$ cat src/rtl/qpsk_pkg.sv
// Shared widths, the 33-bit FIFO beat type and the hard QPSK decision
// used by the symbol packer.
package qpsk_pkg;

  localparam int unsigned SYMS_PER_WORD = 16;
  localparam int unsigned BITS_PER_SYM  = 2;
  localparam int unsigned WORD_W        = SYMS_PER_WORD * BITS_PER_SYM;
  localparam int unsigned SYM_CNT_W     = $clog2(SYMS_PER_WORD);
  localparam int unsigned PART_W        = WORD_W - BITS_PER_SYM;

  typedef logic [BITS_PER_SYM-1:0] sym_t;
  typedef logic [WORD_W-1:0]       word_t;

  typedef struct packed {
    logic  last;
    word_t data;
  } beat_t;

  // Negative sample decides 1, zero or positive decides 0.
  function automatic sym_t qpsk_decide(input logic [15:0] i, input logic [15:0] q);
    return {($signed(i) < 0), ($signed(q) < 0)};
  endfunction

endpackage

$ cat src/rtl/qpsk_word_fifo.sv
// Small synchronous FIFO of packed words plus tlast; head is read straight
// from flop storage so the stream outputs never see a combinational input path.
module qpsk_word_fifo
  import qpsk_pkg::*;
#(
  parameter int unsigned AWIDTH = 2
) (
  input  logic              ce_clk,
  input  logic              ce_rst,
  input  logic              clear,
  input  logic              push,
  input  beat_t             push_data,
  input  logic              pop,
  output beat_t             head,
  output logic              full,
  output logic              empty,
  output logic [AWIDTH:0]   count
);

  localparam int unsigned DEPTH = 1 << AWIDTH;

  beat_t             mem [DEPTH];
  logic [AWIDTH-1:0] rd_ptr;
  logic [AWIDTH-1:0] wr_ptr;
  logic              rd_en;
  logic              wr_en;

  assign empty = (count == '0);
  assign full  = (count == (AWIDTH+1)'(DEPTH));
  assign rd_en = pop && !empty;
  // A full FIFO still takes a word when the head leaves on the same edge.
  assign wr_en = push && (!full || rd_en);
  assign head  = mem[rd_ptr];

  always_ff @(posedge ce_clk or negedge ce_rst) begin
    if (!ce_rst) begin
      for (int unsigned k = 0; k < DEPTH; k++) mem[k] <= '0;
      rd_ptr <= '0;
      wr_ptr <= '0;
      count  <= '0;
    end else if (clear) begin
      for (int unsigned k = 0; k < DEPTH; k++) mem[k] <= '0;
      rd_ptr <= '0;
      wr_ptr <= '0;
      count  <= '0;
    end else begin
      if (wr_en) begin
        mem[wr_ptr] <= push_data;
        wr_ptr      <= wr_ptr + AWIDTH'(1);
      end
      if (rd_en) rd_ptr <= rd_ptr + AWIDTH'(1);
      case ({wr_en, rd_en})
        2'b10:   count <= count + (AWIDTH+1)'(1);
        2'b01:   count <= count - (AWIDTH+1)'(1);
        default: count <= count;
      endcase
    end
  end

endmodule

$ cat src/rtl/qpsk_symbol_packer.sv
// Hard-decides strobed QPSK symbols, packs 16 per 32-bit word MSB-first and
// streams the words out with packet framing; words with no FIFO room are dropped.
module qpsk_symbol_packer
  import qpsk_pkg::*;
#(
  parameter int unsigned FIFO_AWIDTH       = 2,
  parameter int unsigned DEFAULT_PKT_WORDS = 64
) (
  input  logic        ce_clk,
  input  logic        ce_rst,
  input  logic        clear,
  input  logic        sym_stb,
  input  logic [15:0] i_sym,
  input  logic [15:0] q_sym,
  input  logic [15:0] pkt_words,
  output logic [31:0] m_tdata,
  output logic        m_tlast,
  output logic        m_tvalid,
  input  logic        m_tready,
  output logic [15:0] overflow_cnt,
  output logic        busy
);

  logic [SYM_CNT_W-1:0]  sym_cnt;
  logic [PART_W-1:0]     partial;
  logic [15:0]           word_cnt;
  logic [15:0]           len_q;
  logic [15:0]           pkt_len;
  logic [15:0]           cur_len;
  sym_t                  sym_now;
  logic                  word_done;
  logic                  pop;
  logic                  push_ok;
  logic                  push_last;
  beat_t                 push_beat;
  beat_t                 head;
  logic                  fifo_full;
  logic                  fifo_empty;
  logic [FIFO_AWIDTH:0]  fifo_count;

  assign sym_now   = qpsk_decide(i_sym, q_sym);
  assign word_done = sym_stb && (sym_cnt == SYM_CNT_W'(SYMS_PER_WORD - 1));
  assign pop       = m_tvalid && m_tready;
  assign push_ok   = word_done && (!fifo_full || pop);

  // Packet length is taken from pkt_words only on the first word of a packet.
  assign pkt_len   = (pkt_words == '0) ? 16'd1 : pkt_words;
  assign cur_len   = (word_cnt == '0) ? pkt_len : len_q;
  assign push_last = (word_cnt == cur_len - 16'd1);

  always_comb begin
    push_beat      = '0;
    push_beat.last = push_last;
    push_beat.data = {partial, sym_now};
  end

  always_ff @(posedge ce_clk or negedge ce_rst) begin
    if (!ce_rst) begin
      sym_cnt      <= '0;
      partial      <= '0;
      word_cnt     <= '0;
      len_q        <= 16'(DEFAULT_PKT_WORDS);
      overflow_cnt <= '0;
    end else if (clear) begin
      sym_cnt      <= '0;
      partial      <= '0;
      word_cnt     <= '0;
      len_q        <= 16'(DEFAULT_PKT_WORDS);
      overflow_cnt <= '0;
    end else begin
      if (sym_stb) begin
        sym_cnt <= sym_cnt + SYM_CNT_W'(1);
        partial <= {partial[PART_W-BITS_PER_SYM-1:0], sym_now};
      end
      if (push_ok) begin
        if (word_cnt == '0) len_q <= pkt_len;
        word_cnt <= push_last ? '0 : word_cnt + 16'd1;
      end else if (word_done && (overflow_cnt != '1)) begin
        overflow_cnt <= overflow_cnt + 16'd1;
      end
    end
  end

  qpsk_word_fifo #(
    .AWIDTH (FIFO_AWIDTH)
  ) u_fifo (
    .ce_clk    (ce_clk),
    .ce_rst    (ce_rst),
    .clear     (clear),
    .push      (push_ok),
    .push_data (push_beat),
    .pop       (pop),
    .head      (head),
    .full      (fifo_full),
    .empty     (fifo_empty),
    .count     (fifo_count)
  );

  assign m_tvalid = !fifo_empty;
  assign m_tdata  = head.data;
  assign m_tlast  = head.last;
  assign busy     = (sym_cnt != '0) || (fifo_count != '0);

endmodule

$ cat config.mk
export PLATFORM = sky130hd
export DESIGN_NAME = qpsk_symbol_packer
export DESIGN_NICKNAME = d
export VERILOG_FILES = /design/src/rtl/qpsk_pkg.sv /design/src/rtl/qpsk_word_fifo.sv /design/src/rtl/qpsk_symbol_packer.sv
export SDC_FILE = /design/constraint.sdc
export NUM_CORES = 1
export LEC_CHECK = 0
export CORE_ASPECT_RATIO = 1.1
export CORE_UTILIZATION = 53
export DETAILED_ROUTE_END_ITERATION = 7
export PLACE_DENSITY = 0.75
export SLEW_MARGIN = 20
export SYNTH_ARGS = -nofsm -noshare
export SYNTH_HDL_FRONTEND = slang
export SYNTH_HIERARCHICAL = 1
export SYNTH_SLANG_ARGS = --single-unit
$ cat constraint.sdc
create_clock -name ce_clk -period 4.25 [get_ports ce_clk]
set_input_delay 0.85 -clock ce_clk [delete_from_list [all_inputs] [get_ports ce_clk]]
set_output_delay 0.85 -clock ce_clk [all_outputs]
set_load 0.005 [all_outputs]
### Sequential cells colored by netlist name, run 1

Other sequential cells in the stronger gray, the rest of the logic in the fainter gray.
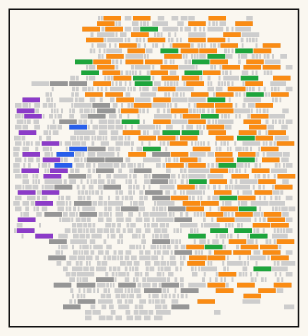
Key: overflow_cnt = purple [sequential cells 16, where middle left]; u_fifo/mem = orange [sequential cells 132]; partial = green [sequential cells 30]; sym_cnt = blue [sequential cells 4, where middle left]
Another 39 sequential cells are not colored.
flop share of the area: 0.402
post-layout util: 0.640
Flop area: 0.00553 mm^2
Seq group: 0.00211 W

### Routing congestion, run 1

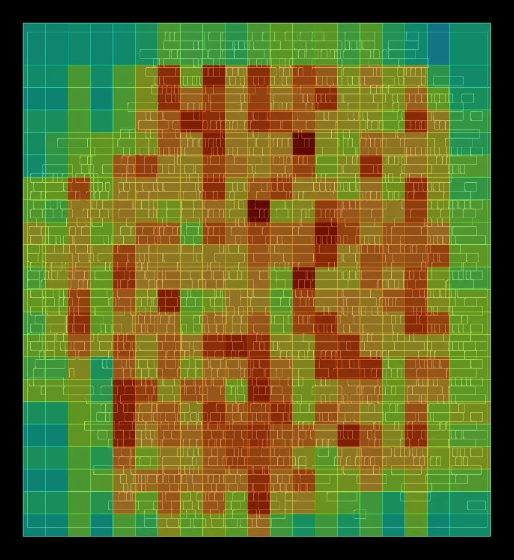
GRT met3 Usage: 0.0312
global route hottest layer: met2
total track usage: 0.266
global routing usage on met1: 0.358

### Pin map, run 1

Pins as bars across the die edge, other pins in gray.
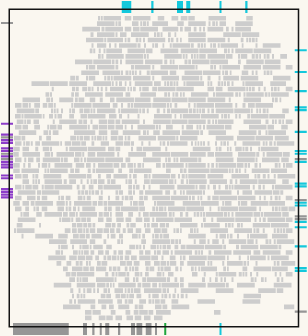
Key: overflow_cnt = purple [pins 16, direction output, edge left]; m_tdata = cyan [pins 32, direction output, edge 18 right, 13 top, 1 bottom]; sym_stb = green [pins 1, direction input, edge bottom]
All pins by edge: 48 bottom, 23 right, 20 left, 13 top.
Die H: 158 um
die width: 144 um
Buffers on Ports: 73

### The metal 3 layer, run 1

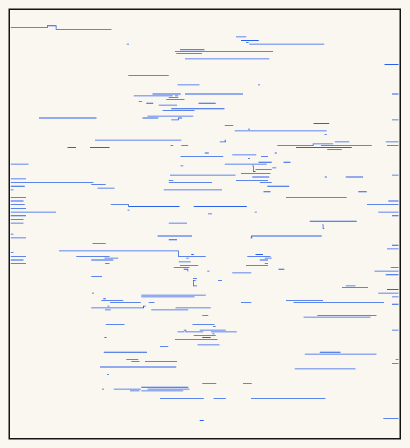
The layer carries 1,710 um of wire. The longest straight run is 43.9 um. The wires run mostly horizontal. The layer holds 5.8% of the routed length.
via count: 9,683
final wirelength: 29.4 mm

==> flow_summary.toml, run 1 <==
# implementation run metrics
[clock_tree]
cts_buffers = 24
cts_root_buf = "clkbuf_16"
clkSinkCount = 221
clkTransAtPathRegs_ps = 60
insertion_delay_ps = 510
cts.htree.levels = 1
cts_tree = "yes"
cts_max_path_buffers = 3
hold_buffers = 0

[placement]
gp_congestion = 0.896
placed_cells = 1584
pre_cts_ws_ps = -612
dpl.hpwl_mm = 17.4

[timing]
rsz0062_at_grt = "true"
fin_ws_ps = 17.3
timing.final.hold_violations = 0
worst_pin_slew_ps = 877
min_period_ps = 4230
finalCritPeriodShare = 0.996
relSlewSlack = 0.415
maxSlewViolCount = 0
finalSetupViolCount = 0
fmax_mhz = 236
skew_ps = 15.9

[cells_and_area]
syn2layout_area_growth_pct = 17.7
nets = 1390
inv_count = 21
ff_count = 221
nNonClkBuffers = 140
comb_area_mm2 = 0.00567
drive_gt1_frac = 0.136
nClkBuffers = 32
nFillCells = 1746
logic_gate_count = 918
sh_comb_area = 0.412
fin_cells = 1634
nonClkBufAreaFrac = 0.0947
clk_share = 0.0586
largest_class = "multi-input combinational cells"
insertedDiodeCount = 1

[logic_synthesis]
async_reset_ff_frac = 1.00
synth_top_area_share = 0.471
syn_inst = 1253
synth.largest_area_cell = "dfrtp_1"
yosysMostFrequentCell = "nand2_1"
edf_count = 0
yosys.area_share.aoi = 0.114
ys.flops = 221
synth.comb.largest_family = "simple AND/OR/NAND/NOR gates"
flop_cell = "dfrtp_1"
yosys-stat-area_mm2 = 0.0117
ys_cells = 1253
ys_sh_xor = 0.0300
yosysSeqAreaShare = 0.473
muxShareOfSynthArea = 0.0995
top_cells_by_count = "nand2_1, dfrtp_1, a21oi_1, nor2_1, mux2i_1"
ys_sh_simple = 0.217
synthTopCellsByArea = "dfrtp_1, nand2_1, a21oi_1"
synth.distinct_cells = 68
syn-num-nets = 1317
synth-adder-area-share = 0.0124
postSynthAreaPerCell_um2 = 9.33
syn_area_mm2 = 0.0117
yosys_warnings = 6

[floorplan]
initCoreUtil = 0.544
tap_cells = 290
die_area_mm2 = 0.0227
core.rowCount = 56
coreArea_mm2 = 0.0215
num_io_pins = 104

[routing]
drt-pass1-iter-count = 5
antenna_left = 0
met3_length_mm = 1.71
routedWlPerCell_um = 18.0
drc_errors = 0
routed_via_density = 5.93
drtIter0Drc = 691
maxUsedRoutingLayer = "met4"
wl_met2_mm = 14.9
met1_length_mm = 12.2

[global_routing]
antenna_found_initial = 1
grt_pass1_wl_mm = 47.9
grt_max_degree = 164
grt-ovfl-total = 0
grtUsageMet2 = 0.451
grt_pass1_vias = 9509

[job]
warning_count = 66
max-cap-violations = 0

[power_and_ir_drop]
powerDensity_mw_per_mm2 = 323
leakage_nw = 5.62
max-vdd-ir-drop_mv = 0.214

[run_status]
status = "complete, no violations"

[critical_path]
max_stage_delay_ps = 530
cp.arrival_ps = 4620
critPathCaptureType = "flip-flop"
crit_type = "flip-flop to flip-flop"
rr_startpoint = "word_cnt[13]"
cp_max_fo = 7
reg2reg_to = "word_cnt[11]"
reg2reg_slack_ps = 20
required_ps = 4630
slowest_stage = "or4_1"
critPathTopFamily = "simple AND/OR/NAND/NOR gates"
critPathLaunchType = "flip-flop"
critical_path_buf_inv_count = 2
path_cells = "nor4_4 > nand4_1 > mux2i_2 > ha_2 > or4b_4 > o41ai_4 > nand3_1 > o21ai_2 > xnor2_1 > or4_1 > or4_4 > buf_6 > buf_12 > nand4_1 > o311ai_1"
reg2regPathDepth = 15
cpMostUsedCell = "nand4_1"

[worst_hold_path]
hp-class = "input pin to async pin"
[run 1: through the flow]
| step | TNS (ps) | total power, W | hold slack [ps] | instance area [um^2] |
|---|---|---|---|---|
| 6_report | 0 | 0.00445 | 381 | 13800 |
| 5_1_grt | -1480 | 0.00460 | 473 | 13800 |
| 4_1_cts | 0 | 0.00448 | 445 | 13700 |
| 3_5_place_dp | -9500 | 0.00237 | 512 | 12800 |
| 3_3_place_gp | -8880 | 0.00236 | 506 | 12800 |
| 2_1_floorplan | 0 | 0.00224 | 491 | 11800 |
[run 1: cells by family (layout without fill, tap and decap cells)]
group,Yosys count,in the layout
other cells,0,1
compound gates,230,230
mux,75,75
buf+inv,114,204
fa+ha+maj,11,11
simple gates,562,562
flops,221,221
xor+xnor,40,40
[run 1: cell usage in the layout, fill, tap and decap left out, types with 4 or more instances in the layout]
master           Yosys  routed
a211o_1              4       4
a211oi_1             6       6
a21oi_1            160     158
a31oi_1              9       9
and3_1               4       4
and3_4               4       4
and4_1               4       4
buf_12               0       4
buf_4               15      60
clkbuf_1            41       4
clkbuf_16            0      25
clkdlybuf4s50_1      0      66
dfrtp_1            220     219
dlymetal6s2s_1       0       4
ha_1                10       9
inv_1               21      21
mux2i_1             42      41
mux4_2              33      33
nand2_1            346     346
nand2b_1             9       9
nand3_1             20      20
nand3_2              4       4
nand3b_1             4       4
nand4_1             21      21
nor2_1              79      79
nor3_1              14      14
nor4_1              11       8
nor4_4               0       5
o211ai_1             5       5
o21ai_0             10       9
o21ai_1              4       4
o311ai_1             7       7
or2_2                5       5
or3_1               10      10
xnor2_1             22      21
xor2_1              18      18
[run 1: worst max-delay path by stage]
| stage | endpoint | start | cells past startpoint |
|---|---|---|---|
| 2_1_floorplan | word_cnt[11] | word_cnt[0] | 20 |
| 3_3_place_gp | word_cnt[11] | pkt_words[11] | 16 |
| 3_5_place_dp | word_cnt[11] | pkt_words[7] | 17 |
| 4_1_cts | word_cnt[11] | pkt_words[14] | 19 |
| 5_1_grt | word_cnt[13] | word_cnt[13] | 15 |
| 6_report | word_cnt[11] | word_cnt[13] | 15 |
[run 1: where the power goes]
part,switching [W],internal [W],total [W]
Clock,0.000860,0.00126,0.00212
Sequential,0.00000602,0.00211,0.00211
Combinational,0.000140,0.0000798,0.000219
[run 1: sequential cells by signal, summed over array words and instances (netlist names)]
| register | cells |
|---|---|
| overflow_cnt | 16 |
| partial | 30 |
| sym_cnt | 4 |
| u_fifo/wr_ptr | 2 |
| word_cnt | 16 |
| u_fifo/rd_ptr | 2 |
| u_fifo/mem | 132 |
| len_q | 16 |
| u_fifo/count | 3 |
[run 1: worst register-to-register path: cells and delay by family, from the launching register on]
kind | cells | cell delay [ps]
flip-flops | 1 | 410
buffers and inverters | 2 | 290
multiplexers | 1 | 270
AND/OR/NAND/NOR | 7 | 2330
AND-OR/OR-AND | 3 | 430
adder cells (fa/ha/maj) | 1 | 270
XOR/XNOR | 1 | 100
[run 1: timing repair]
| action | CTS | global route |
|---|---|---|
| setup endpoints to repair | 12 | 16 |
| hold endpoints to repair | 0 | 0 |
| gates cloned | 0 | 1 |
| pin swaps | 6 | 9 |
| setup buffers | 3 | 2 |
| gates resized | 5 | 15 |
### Signal wires by layer, run 1

Only two layers are drawn.
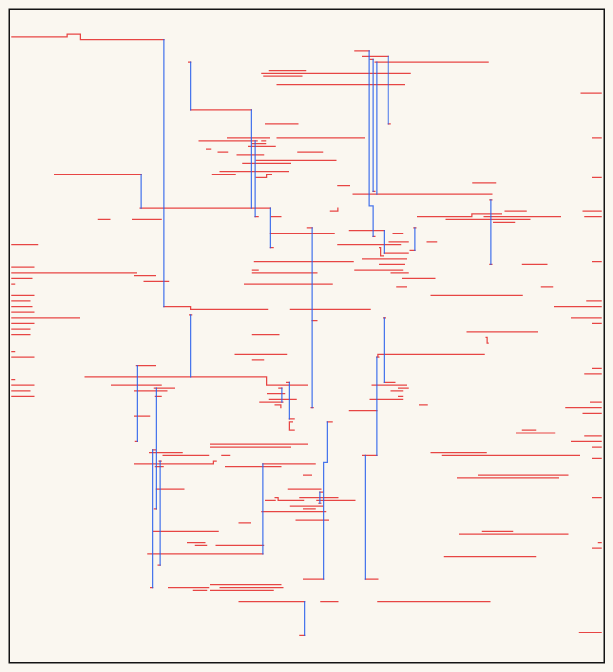

==> run 2, diff against run 1 <==
- REMOVE_ABC_BUFFERS: default -> 1
### Signal wires by layer, run 2

Only two layers are drawn.
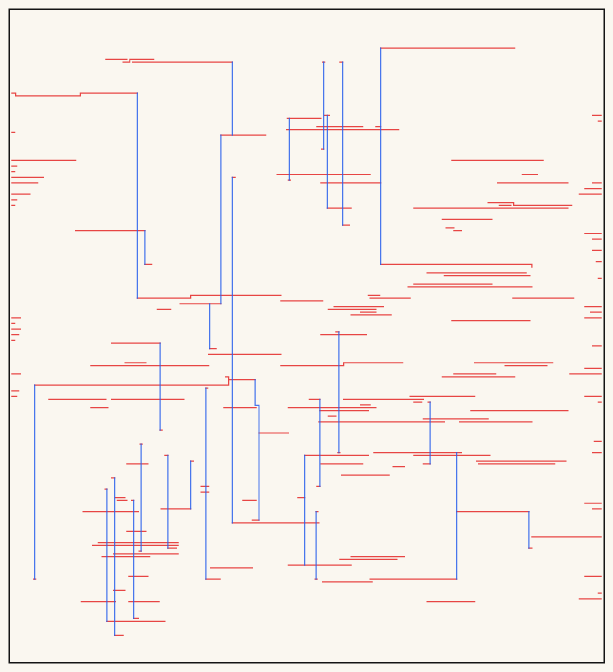
Key: met4 = blue [wire length 816 um]; met3 = red [wire length 1,610 um]
total track usage: 0.266
wire per inst: 17.8 um
final wirelength: 29.1 mm
via count: 9,539

==> run 2 against run 1 <==
Effect of this change: combinational power about the same; critical path depth up 3; sequential power about the same; non-clock buffer count grew 10; setup slack gained 41 ps; highest routed layer unchanged.
==> flow_summary.toml, run 2 <==
# implementation run metrics
[timing]
fin_ws_ps = 58.1
finalSetupViolCount = 0
skew_ps = 7.88
rsz0062_at_grt = "true"
fmax_mhz = 239
hold-worst-slack_ps = 306
timing.final.hold_violations = 0
finalCritPeriodShare = 0.986
relSlewSlack = 0.249
maxSlewViolCount = 0
min_period_ps = 4190
worst_pin_slew_ps = 1120

[global_routing]
antenna_found_initial = 0
grt_pass1_vias = 9563
grt_max_degree = 96
grt-ovfl-total = 0
grt_pass1_wl_mm = 47.8

[power_and_ir_drop]
max-vdd-ir-drop_mv = 0.316
power_w = 0.00444
leakage_nw = 5.66
powerDensity_mw_per_mm2 = 321

[logic_synthesis]
ys_cells = 1253
ys.flops = 221
async_reset_ff_frac = 1.00
yosysMostFrequentCell = "nand2_1"
top_cells_by_count = "nand2_1, dfrtp_1, a21oi_1, nor2_1, mux2i_1"
edf_count = 0
synthTopCellsByArea = "dfrtp_1, nand2_1, a21oi_1"
flop_cell = "dfrtp_1"
yosysSeqAreaShare = 0.473
synth_top_area_share = 0.471
syn_inst = 1253
synth.distinct_cells = 68
yosys_warnings = 6
synth.largest_area_cell = "dfrtp_1"
syn_area_mm2 = 0.0117
postSynthAreaPerCell_um2 = 9.33
yosys-stat-area_mm2 = 0.0117

[routing]
drt-pass1-iter-count = 5
drtIter0Drc = 590
routed_via_density = 5.82
drc_errors = 0
antenna_left = 0

[cells_and_area]
largest_register_ffs = 132
largest_register = "u_fifo/mem"
drive_gt1_frac = 0.144
insertedDiodeCount = 0
lay_top_count = "nand2_1"
nets = 1400
fin_cells = 1639
syn2layout_area_growth_pct = 18.1
most-common-layout-cells = "nand2_1, dfrtp_1, a21oi_1"
reg_top3 = "u_fifo/mem x132, partial x30"

[placement]
gp_congestion = 0.924
dpl.hpwl_mm = 17.5
place.port_buffers = 73
pre_cts_ws_ps = -685
placed_cells = 1594

[critical_path]
required_ps = 4660
critPathLaunchType = "input pin"
slowest_stage = "or4_1"
cp.arrival_ps = 4600
cp_max_fo = 8
cpMostUsedCell = "buf_6"
crit_type = "input pin to flip-flop"
max_stage_delay_ps = 530
critPathCaptureType = "flip-flop"
path_cells = "clkdlybuf4s50_1 > nor4_2 > buf_4 > a41oi_2 > a21oi_2 > inv_1 > ha_2 > buf_6 > or4b_4 > o41ai_2 > nand3_1 > o21ai_2 > xnor2_1 > or4_1 > or4_4 > buf_6 > a31oi_4 > o22ai_1"
reg2reg_slack_ps = 80

[clock_tree]
clkSinkCount = 221
hold_buffers = 0
cts_root_buf = "clkbuf_16"
cts_buffers = 24
clkTransAtPathRegs_ps = 60
insertion_delay_ps = 530
cts_max_path_buffers = 3
cts.htree.levels = 1
cts_tree = "yes"

[floorplan]
die_x_um = 144
initCoreUtil = 0.544
core.rowCount = 56
num_io_pins = 104
coreArea_mm2 = 0.0215
die_area_mm2 = 0.0227
die_h_um = 158

[worst_hold_path]
hp-class = "input pin to async pin"

[run_status]
status = "complete, no violations"

[job]
warning_count = 61
max-cap-violations = 0
## run 2: cell counts after synthesis
Identical to the previous run, type by type.
## run 2: path summary, 6_finish.rpt
path | startpoint | to | cells past startpoint
worst max register to register | word_cnt[1] | word_cnt[15] | 17
max in group asynchronous | ce_rst | u_fifo/mem[83] | 2
worst min-delay path | ce_rst | u_fifo/mem[23] | 1
worst max-delay path | pkt_words[9] | word_cnt[15] | 18
worst min register to register | u_fifo/mem[74] | u_fifo/mem[74] | 2
min in group ce_clk | u_fifo/mem[74] | u_fifo/mem[74] | 2
## run 2: timing repair
| action | 4_1_cts | 5_1_grt |
|---|---|---|
| resized | 9 | 30 |
| pin swaps | 1 | 9 |
| endpoints found under the setup margin | 16 | 20 |
| gates cloned | 0 | 1 |
| buffers inserted | 0 | 5 |
## run 2: critical path: cells and delay by family
kind | cells | cell delay, ps
and+or+nand+nor | 5 | 1710
buffers and inverters | 5 | 990
AOI/OAI and AO/OA | 6 | 760
adders and majority gates | 1 | 170
xor gates and xnor gates | 1 | 100
## run 2: kinds of logic (layout without fill, tap and decap cells)
logic type | Yosys count | in the layout | share of synthesized area
xor gates and xnor gates | 40 | 40 | 0.0300
AOI/OAI and AO/OA | 230 | 230 | 0.114
buffers and inverters | 114 | 210 | 0.0548
adders and majority gates | 11 | 11 | 0.0124
and+or+nand+nor | 562 | 562 | 0.217
DFF | 221 | 221 | 0.473
muxes | 75 | 75 | 0.0995
## run 2: power by group
group | switching, W | total (W) | internal [W]
logic | 0.000139 | 0.000219 | 0.0000802
registers | 0.00000608 | 0.00211 | 0.00211
clock network | 0.000833 | 0.00210 | 0.00127
## run 2: final cells by class
| type | count | area [um^2] |
|---|---|---|
| fillers | 1827 | 7700 |
| flip-flops and latches | 221 | 5530 |
| well taps | 290 | 363 |
| multi-input cells | 918 | 5680 |
| inverters | 21 | 78.8 |
| repair buffers | 150 | 1360 |
| clock inverters | 5 | 86.3 |
| clock buffers | 34 | 708 |
## run 2: metrics by stage
step | utilization | TNS, ps | instance area [um^2]
2_1_floorplan | - | -9710 | 11100
3_3_place_gp | 0.595 | -10920 | 12800
3_5_place_dp | 0.595 | -11830 | 12800
4_1_cts | 0.634 | 0 | 13600
5_1_grt | 0.642 | -708 | 13800
6_report | 0.642 | 0 | 13800
## run 2: routing by layer
layer	up-vias	global-route usage	routed length, um
met5	-	0	0
met4	0	0.0907	816
met3	62	0.0345	1610
met2	280	0.463	14800
met1	4702	0.340	11900
li1	4495	-	-
Power figures rest on the tool's default switching activity, not on a simulated workload.
